`config.mk`:
```
export PLATFORM = sky130hd
export DESIGN_NAME = comp_weight_pingpong_buffer
export DESIGN_NICKNAME = d
export VERILOG_FILES = /design/src/rtl/comp_weight_pingpong_buffer_pkg.sv /design/src/rtl/comp_weight_pingpong_buffer_bank_ram.sv /design/src/rtl/comp_weight_pingpong_buffer.sv
export SDC_FILE = /design/constraint.sdc
export NUM_CORES = 1
export LEC_CHECK = 0
export CAP_MARGIN = 5
export CELL_PAD_IN_SITES_DETAIL_PLACEMENT = 0
export CELL_PAD_IN_SITES_GLOBAL_PLACEMENT = 2
export CORE_AREA = 2 2 172 174
export DETAILED_ROUTE_END_ITERATION = 12
export DIE_AREA = 0 0 174 176
export PLACE_DENSITY = 0.76
export SLEW_MARGIN = 0
export SYNTH_ARGS = -nofsm -noshare
export SYNTH_HDL_FRONTEND = slang
export SYNTH_HIERARCHICAL = 1
export SYNTH_SLANG_ARGS = --single-unit
```
`constraint.sdc`:
```
create_clock -name clk -period 5.7 [get_ports clk]
set_input_delay 1.14 -clock clk [delete_from_list [all_inputs] [get_ports clk]]
set_output_delay 1.14 -clock clk [all_outputs]
set_load 0.01 [all_outputs]
```
`src/rtl/comp_weight_pingpong_buffer_pkg.sv`:
```
// Shared definitions for the double-buffered column compensation weight store.
package comp_weight_pingpong_buffer_pkg;

    localparam int NUM_BANKS = 2;

    localparam logic [0:0] ST_IDLE   = 1'b0;
    localparam logic [0:0] ST_STREAM = 1'b1;

    // Index width that never collapses to zero bits for single-entry dimensions.
    function automatic int clog2_min1(input int value);
        return (value <= 1) ? 1 : $clog2(value);
    endfunction

endpackage

```
`src/rtl/comp_weight_pingpong_buffer_bank_ram.sv`:
```
// One compensation bank: SIZE columns x DEPTH rows, single-entry write port,
// row-wide combinational read port presenting every column of one row.
module comp_bank_ram
    import comp_weight_pingpong_buffer_pkg::*;
#(
    parameter int SIZE     = 8,
    parameter int DEPTH    = 3,
    parameter int CW_WIDTH = 4,
    parameter int ROW_W    = clog2_min1(DEPTH),
    parameter int COL_W    = clog2_min1(SIZE)
) (
    input  logic                     clk,
    input  logic                     rst,
    input  logic                     wr_en,
    input  logic [COL_W-1:0]         wr_col,
    input  logic [ROW_W-1:0]         wr_row,
    input  logic [CW_WIDTH-1:0]      wr_data,
    input  logic [ROW_W-1:0]         rd_row,
    output logic [SIZE*CW_WIDTH-1:0] rd_data
);

    logic [CW_WIDTH-1:0] mem [SIZE][DEPTH];

    // Address decode by comparison keeps non power-of-two dimensions safe.
    always_ff @(posedge clk or posedge rst) begin
        if (rst) begin
            for (int c = 0; c < SIZE; c++) begin
                for (int r = 0; r < DEPTH; r++) begin
                    mem[c][r] <= '0;
                end
            end
        end else if (wr_en) begin
            for (int c = 0; c < SIZE; c++) begin
                for (int r = 0; r < DEPTH; r++) begin
                    if (wr_col == COL_W'(c) && wr_row == ROW_W'(r)) begin
                        mem[c][r] <= wr_data;
                    end
                end
            end
        end
    end

    always_comb begin
        rd_data = '0;
        for (int c = 0; c < SIZE; c++) begin
            for (int r = 0; r < DEPTH; r++) begin
                if (rd_row == ROW_W'(r)) begin
                    rd_data[c*CW_WIDTH +: CW_WIDTH] = mem[c][r];
                end
            end
        end
    end

endmodule

```
`src/rtl/comp_weight_pingpong_buffer.sv`:
```
// Ping-pong compensation weight buffer: serial column-major fill of one bank while
// the other streams out one full row per beat; banks are consumed in fill order.
module comp_weight_pingpong_buffer
    import comp_weight_pingpong_buffer_pkg::*;
#(
    parameter int SIZE     = 8,
    parameter int DEPTH    = 3,
    parameter int CW_WIDTH = 4,
    parameter int ROW_W    = clog2_min1(DEPTH),
    parameter int COL_W    = clog2_min1(SIZE)
) (
    input  logic                     clk,
    input  logic                     rst,
    input  logic                     clear,
    input  logic [CW_WIDTH-1:0]      wr_data,
    input  logic                     wr_valid,
    output logic                     wr_ready,
    input  logic                     rd_start,
    output logic                     rd_busy,
    output logic [SIZE*CW_WIDTH-1:0] out_data,
    output logic                     out_valid,
    input  logic                     out_ready,
    output logic [ROW_W-1:0]         out_row,
    output logic                     out_last,
    output logic [NUM_BANKS-1:0]     bank_full
);

    localparam logic [ROW_W-1:0] ROW_LAST = ROW_W'(DEPTH - 1);
    localparam logic [COL_W-1:0] COL_LAST = COL_W'(SIZE - 1);

    logic [0:0]                 state;
    logic                       wr_bank;
    logic                       rd_bank;
    logic [ROW_W-1:0]           wr_row;
    logic [COL_W-1:0]           wr_col;
    logic [ROW_W-1:0]           rd_row;
    logic                       rd_issued;
    logic [NUM_BANKS-1:0]       bank_full_nxt;
    logic [SIZE*CW_WIDTH-1:0]   bank_rd_data [NUM_BANKS];

    logic wr_fire;
    logic fill_done;
    logic start_fire;
    logic load_row;
    logic release_bank;

    assign wr_ready     = !bank_full[wr_bank];
    assign rd_busy      = (state == ST_STREAM);
    assign wr_fire      = wr_valid && wr_ready;
    assign fill_done    = wr_fire && (wr_row == ROW_LAST) && (wr_col == COL_LAST);
    assign start_fire   = (state == ST_IDLE) && rd_start && bank_full[rd_bank];
    assign load_row     = (state == ST_STREAM) && !rd_issued && (!out_valid || out_ready);
    assign release_bank = out_valid && out_ready && out_last;

    for (genvar b = 0; b < NUM_BANKS; b++) begin : g_bank
        comp_bank_ram #(
            .SIZE     (SIZE),
            .DEPTH    (DEPTH),
            .CW_WIDTH (CW_WIDTH),
            .ROW_W    (ROW_W),
            .COL_W    (COL_W)
        ) u_bank (
            .clk     (clk),
            .rst     (rst),
            .wr_en   (wr_fire && (wr_bank == 1'(b))),
            .wr_col  (wr_col),
            .wr_row  (wr_row),
            .wr_data (wr_data),
            .rd_row  (rd_row),
            .rd_data (bank_rd_data[b])
        );
    end

    // A fill and a release never target the same bank in one cycle: the write
    // side stalls on a full bank, so wr_ready only recovers after the release.
    always_comb begin
        bank_full_nxt = bank_full;
        if (release_bank) bank_full_nxt[rd_bank] = 1'b0;
        if (fill_done)    bank_full_nxt[wr_bank] = 1'b1;
    end

    always_ff @(posedge clk or posedge rst) begin
        if (rst) begin
            bank_full <= '0;
        end else if (clear) begin
            bank_full <= '0;
        end else begin
            bank_full <= bank_full_nxt;
        end
    end

    // Column-major write addressing: row runs fastest, bank flips after the last entry.
    always_ff @(posedge clk or posedge rst) begin
        if (rst) begin
            wr_bank <= 1'b0;
            wr_row  <= '0;
            wr_col  <= '0;
        end else if (clear) begin
            wr_bank <= 1'b0;
            wr_row  <= '0;
            wr_col  <= '0;
        end else if (wr_fire) begin
            if (wr_row == ROW_LAST) begin
                wr_row <= '0;
                if (wr_col == COL_LAST) begin
                    wr_col  <= '0;
                    wr_bank <= ~wr_bank;
                end else begin
                    wr_col <= wr_col + COL_W'(1);
                end
            end else begin
                wr_row <= wr_row + ROW_W'(1);
            end
        end
    end

    always_ff @(posedge clk or posedge rst) begin
        if (rst) begin
            state     <= ST_IDLE;
            rd_bank   <= 1'b0;
            rd_row    <= '0;
            rd_issued <= 1'b0;
            out_valid <= 1'b0;
            out_data  <= '0;
            out_row   <= '0;
            out_last  <= 1'b0;
        end else if (clear) begin
            state     <= ST_IDLE;
            rd_bank   <= 1'b0;
            rd_row    <= '0;
            rd_issued <= 1'b0;
            out_valid <= 1'b0;
            out_data  <= '0;
            out_row   <= '0;
            out_last  <= 1'b0;
        end else begin
            case (state)
                ST_IDLE: begin
                    if (start_fire) begin
                        state     <= ST_STREAM;
                        rd_row    <= '0;
                        rd_issued <= 1'b0;
                    end
                end
                ST_STREAM: begin
                    if (load_row) begin
                        out_data  <= bank_rd_data[rd_bank];
                        out_row   <= rd_row;
                        out_last  <= (rd_row == ROW_LAST);
                        out_valid <= 1'b1;
                        if (rd_row == ROW_LAST) begin
                            rd_issued <= 1'b1;
                        end else begin
                            rd_row <= rd_row + ROW_W'(1);
                        end
                    end
                    // rd_issued guarantees no new load can coincide with the final handshake.
                    if (release_bank) begin
                        state     <= ST_IDLE;
                        out_valid <= 1'b0;
                        out_last  <= 1'b0;
                        rd_bank   <= ~rd_bank;
                    end
                end
                default: state <= ST_IDLE;
            endcase
        end
    end

endmodule

```
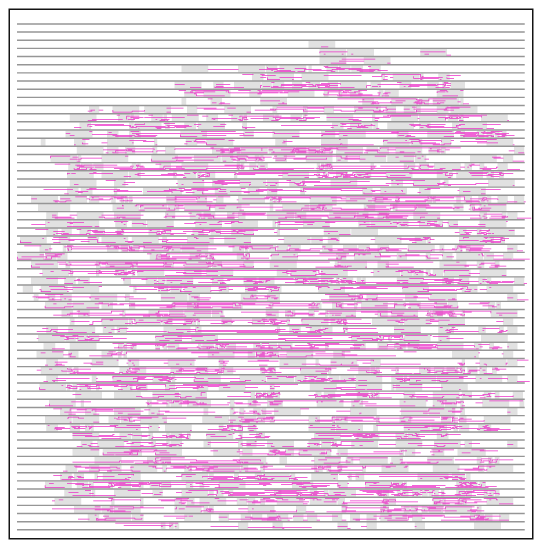
(images/m1.png)
Scale: 3 px per µm. Supply wires on this layer in grey.
wire length on this layer: 13500 µm
share of all routed wire: 48%
longest straight run: 93.8 µm
main direction: horizontal
nets with wire on the layer: 918

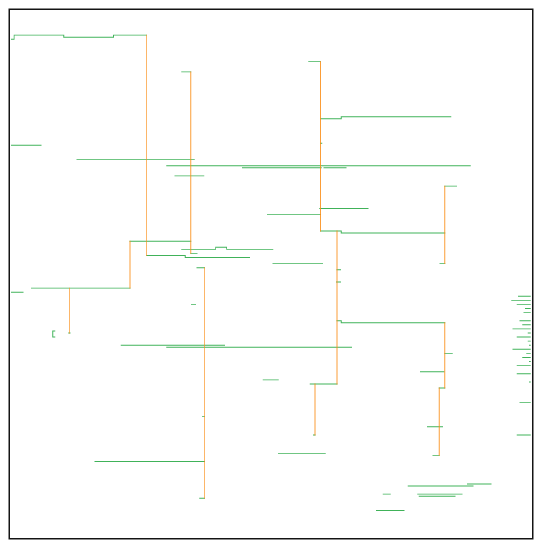
(images/layers.png)
Scale: 3 px per µm. Only two layers are drawn.
[green] M3 | wire length: 877 µm
[orange] M4 | wire length: 436 µm
via count of the routed design: 7264
routed wire length: 28000 µm

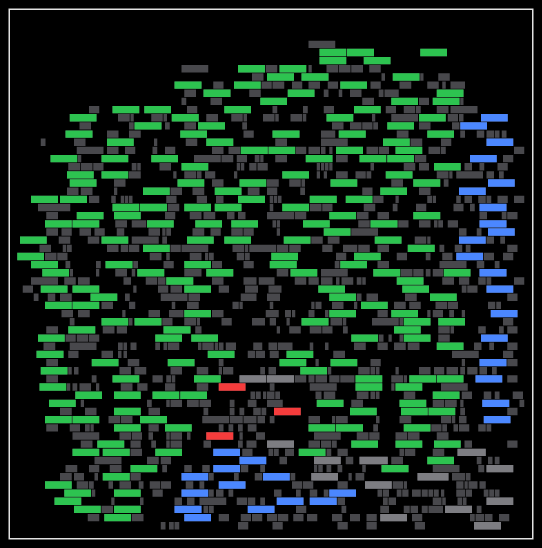
(images/ff_map.png)
Scale: 3 px per µm. Other sequential cells in the stronger grey, the rest of the logic in the fainter grey.
[red] wr_col | placed flops: 3
[green] g_bank.u_bank/mem | placed flops: 192 | where: widely spread
[blue] out_data | placed flops: 32
not coloured: 14
Storage cell area: 6040 µm²
Final Core Density: 0.455

==> results.toml <==
# implementation run metrics
[outcome]
status = "completed"

[grt]
grt_max_degree = 59
gr-total-overflow = 0

[die]
initCoreUtil = 0.396
io_pins = 50
coreArea_um2 = 28500

[min_path]
hold_start = "g_bank[0].u_bank/mem[71]"

[yosys]
synth.logic.top_family = "multiplexers"
yosys.area.top_type = "dfrtp_1"
async_flop_share = 1.00

[clock_network]
cts.sinks = 241
cts_inserted_buffers = 28

[power]
switching_share = 0.225
power-top-group = "sequential cells"

[layout]
mostFrequentLayoutCells = "238 x dfrtp_1, 192 x mux2_2, 97 x mux2i_1"
area.growth.synth_to_final_pct = 15.0
regMostFlops = "g_bank.u_bank/mem"

[place]
gp_congestion = 0.753

[detailed_routing]
ant_nets = 0

[critical_path]
cp_num_buf_inv = 2

[timing]
rsz0062_at_grt = "no"
cell type report:
class	instances	area, µm²	share of cell area
Multi-Input combinational cell	624	5010	0.385
Inverter	8	32.5	0.00250
Sequential cell	241	6040	0.464
Timing Repair Buffer	59	541	0.0416
Clock inverter	9	81.3	0.00625
Clock buffer	41	820	0.0630
Tap cell	384	480	0.0370
worst register-to-register path, cell delays in order, from the launching register on:
cell and delay (ps):
dfrtp_4 930, buf_4 640, mux2i_1 160, o21ai_0 380, mux2i_1 240, a211oi_1 260
metal layers:
metal	wire length, µm	global-route usage
met5	0	0
met1	13500	0.269
met4	435	0.0333
met3	877	0.0211
met2	13200	0.307
Power and IR drop assume default switching activity.
